==> src/rtl/half_adder_pkg.sv <==
// Shared definitions for the half_adder arithmetic leaf: default width and
// the packed {carry, sum} result type.
package half_adder_pkg;

  localparam int HA_DEFAULT_WIDTH = 4;

  typedef struct packed {
    logic                        carry;
    logic [HA_DEFAULT_WIDTH-1:0] sum;
  } ha_result_t;

endpackage

==> src/rtl/ha_add_core.sv <==
// Purely combinational WIDTH-bit unsigned add; the top wraps it with the
// register stage.
module ha_add_core #(
  parameter int WIDTH = 4
) (
  input  logic [WIDTH-1:0] a,
  input  logic [WIDTH-1:0] b,
  output logic [WIDTH:0]   result
);

  // Zero-extend both operands so the wrap-around lands in bit WIDTH.
  assign result = {1'b0, a} + {1'b0, b};

endmodule

==> src/rtl/half_adder.sv <==
// Registered WIDTH-bit adder producing {carry, sum} one cycle after in_valid.
// Define HALF_ADDER_FLAGS_EN to add the registered zero flag output.
module half_adder
  import half_adder_pkg::*;
#(
  parameter int WIDTH = HA_DEFAULT_WIDTH
) (
  input  logic             clk,
  input  logic             rst_n,
  input  logic             in_valid,
  input  logic [WIDTH-1:0] a,
  input  logic [WIDTH-1:0] b,
  output logic             out_valid,
  output logic             carry,
  output logic [WIDTH-1:0] sum
`ifdef HALF_ADDER_FLAGS_EN
  ,
  output logic             zero
`endif
);

  // Handshake: in_valid qualifies a/b for one cycle and there is no ready;
  // every accepted pair yields exactly one out_valid pulse one cycle later,
  // and carry/sum hold their last value whenever out_valid is low.

  logic [WIDTH:0] result;

  ha_add_core #(
    .WIDTH (WIDTH)
  ) u_core (
    .a      (a),
    .b      (b),
    .result (result)
  );

  always_ff @(posedge clk) begin
    if (!rst_n) begin
      out_valid <= 1'b0;
      carry     <= 1'b0;
      sum       <= '0;
    end else begin
      out_valid <= in_valid;
      if (in_valid) begin
        carry <= result[WIDTH];
        sum   <= result[WIDTH-1:0];
      end
    end
  end

`ifdef HALF_ADDER_FLAGS_EN
  // Reset value is 1 because the cleared result {0, 0} is itself zero.
  always_ff @(posedge clk) begin
    if (!rst_n) begin
      zero <= 1'b1;
    end else if (in_valid) begin
      zero <= (result == '0);
    end
  end
`endif

endmodule

==> config.mk <==
export PLATFORM = sky130hd
export DESIGN_NAME = half_adder
export DESIGN_NICKNAME = d
export VERILOG_FILES = /design/src/rtl/half_adder_pkg.sv /design/src/rtl/ha_add_core.sv /design/src/rtl/half_adder.sv
export SDC_FILE = /design/constraint.sdc
export NUM_CORES = 1
export LEC_CHECK = 0
export ABC_AREA = 1
export CORE_AREA = 4 4 41 43
export CTS_CLUSTER_SIZE = 8
export DETAILED_ROUTE_END_ITERATION = 10
export DIE_AREA = 0 0 45 47
export GPL_ROUTABILITY_DRIVEN = 1
export PLACE_DENSITY = 0.68
export RECOVER_POWER = 50
export REMOVE_ABC_BUFFERS = 1
export SYNTH_ARGS = -nofsm -noshare
export SYNTH_HDL_FRONTEND = slang
export SYNTH_SLANG_ARGS = --single-unit
==> constraint.sdc <==
create_clock -name clk -period 3.25 [get_ports clk]
set_input_delay 0.325 -clock clk [delete_from_list [all_inputs] [get_ports clk]]
set_output_delay 0.325 -clock clk [all_outputs]
set_load 0.05 [all_outputs]
==> results.yml <==
# flow metrics
status:
  outcome: "completed"
final_timing:
  slew_viol_final: 0
  max_slew.worst_pin.slew_ns: 0.500
cells_and_area:
  final_cells: 83
  n_clock_buffer: 3
  top_regs: "sum (4), carry (1), out_valid (1)"
clock_network:
  worstSkewPairLatency_ns: 0.24
floorplan:
  core-area_um2: 1300
  die_area_um2: 2120
yosys:
  yosys.area.top_type_share: 0.336
  syn-cell-area_um2: 358
  yosys_cells: 50
global_route:
  grt_pass1_wl_um: 1320
  grt_max_degree: 10
  grt.met2_usage: 0.138
  overflow: 0
pwr:
  power_mw: 0.225
  ir_drop_mv: 0.224
worst_setup_path:
  crit_type: "input port to flop"
  r2r_end: "sum[2]"
  crit_path_end_kind: "flop"
detailed_routing:
  vias_per_cell: 4.39
  wl_met2_um: 341
placed_design:
  placed_cells_incl_taps: 80
## power breakdown
part / internal [mW] / switching [mW] / total, mW / leakage (nW)
sequential: 0.0799 / 0.00267 / 0.0826 / 0.0499
combinational: 0.0327 / 0.0431 / 0.0758 / 0.206
clock: 0.0416 / 0.0251 / 0.0667 / 0.0138
total: 0.154 / 0.0709 / 0.225 / 0.270
## worst max-delay path: cells and delay by family
| kind | cells | cell delay [ns] |
|---|---|---|
| XOR/XNOR | 1 | 0.14 |
| AND-OR/OR-AND | 1 | 0.15 |
| buffers and inverters | 3 | 0.65 |
| adder cells (fa/ha/maj) | 2 | 0.58 |
## synth_stat cells
master and n:
inv_2 2, a21oi_1 3, nand3_1 4, buf_2 1, o21ai_1 5, dfxtp_1 6, ha_1 4, fa_1 1
nand2_1 6, inv_1 9, xnor2_1 1, nor2_1 8
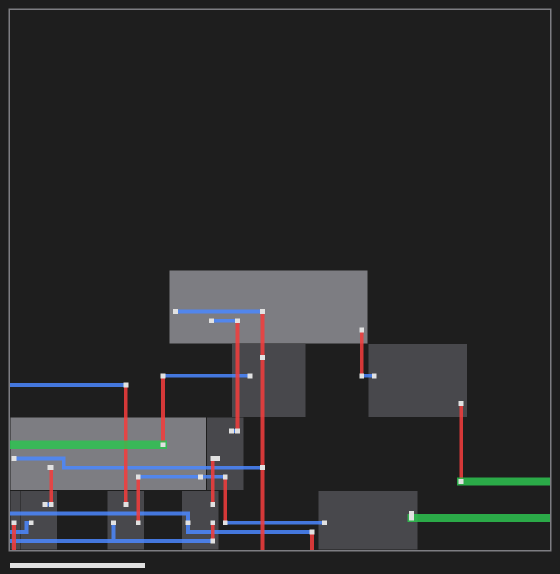
zoom.png
Bar = 5 µm. Region (24, 25) to (44, 45) µm. Cells in grey, sequential cells in the stronger grey; small squares are vias.
colour	layer
green	met3
red	met2
blue	met1
most frequent	inv_1 (2), dfxtp_1 (2), clkdlybuf4s50_1 (2)
sequential cells in the window	2
cells with their middle in the window	9
netlist names of flops here include	`out_valid` (1), `sum` (1)

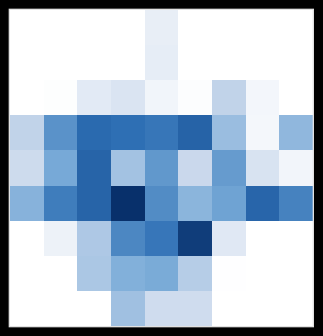
wire_density.png
The die is cut into 9 by 9 equal tiles; white is low, dark blue is high, scaled to the fullest tile. Values are wire area over tile area, all layers added.
mean over tiles	0.062
tiles over half the peak	24%
nearly empty tiles	42%
routed wire length per instance: 9.33 µm
GRT Overall Usage: 0.0896
Detailed Route WL: 774 µm
via count: 364

Power figures rest on the tool's default switching activity, not on a simulated workload.
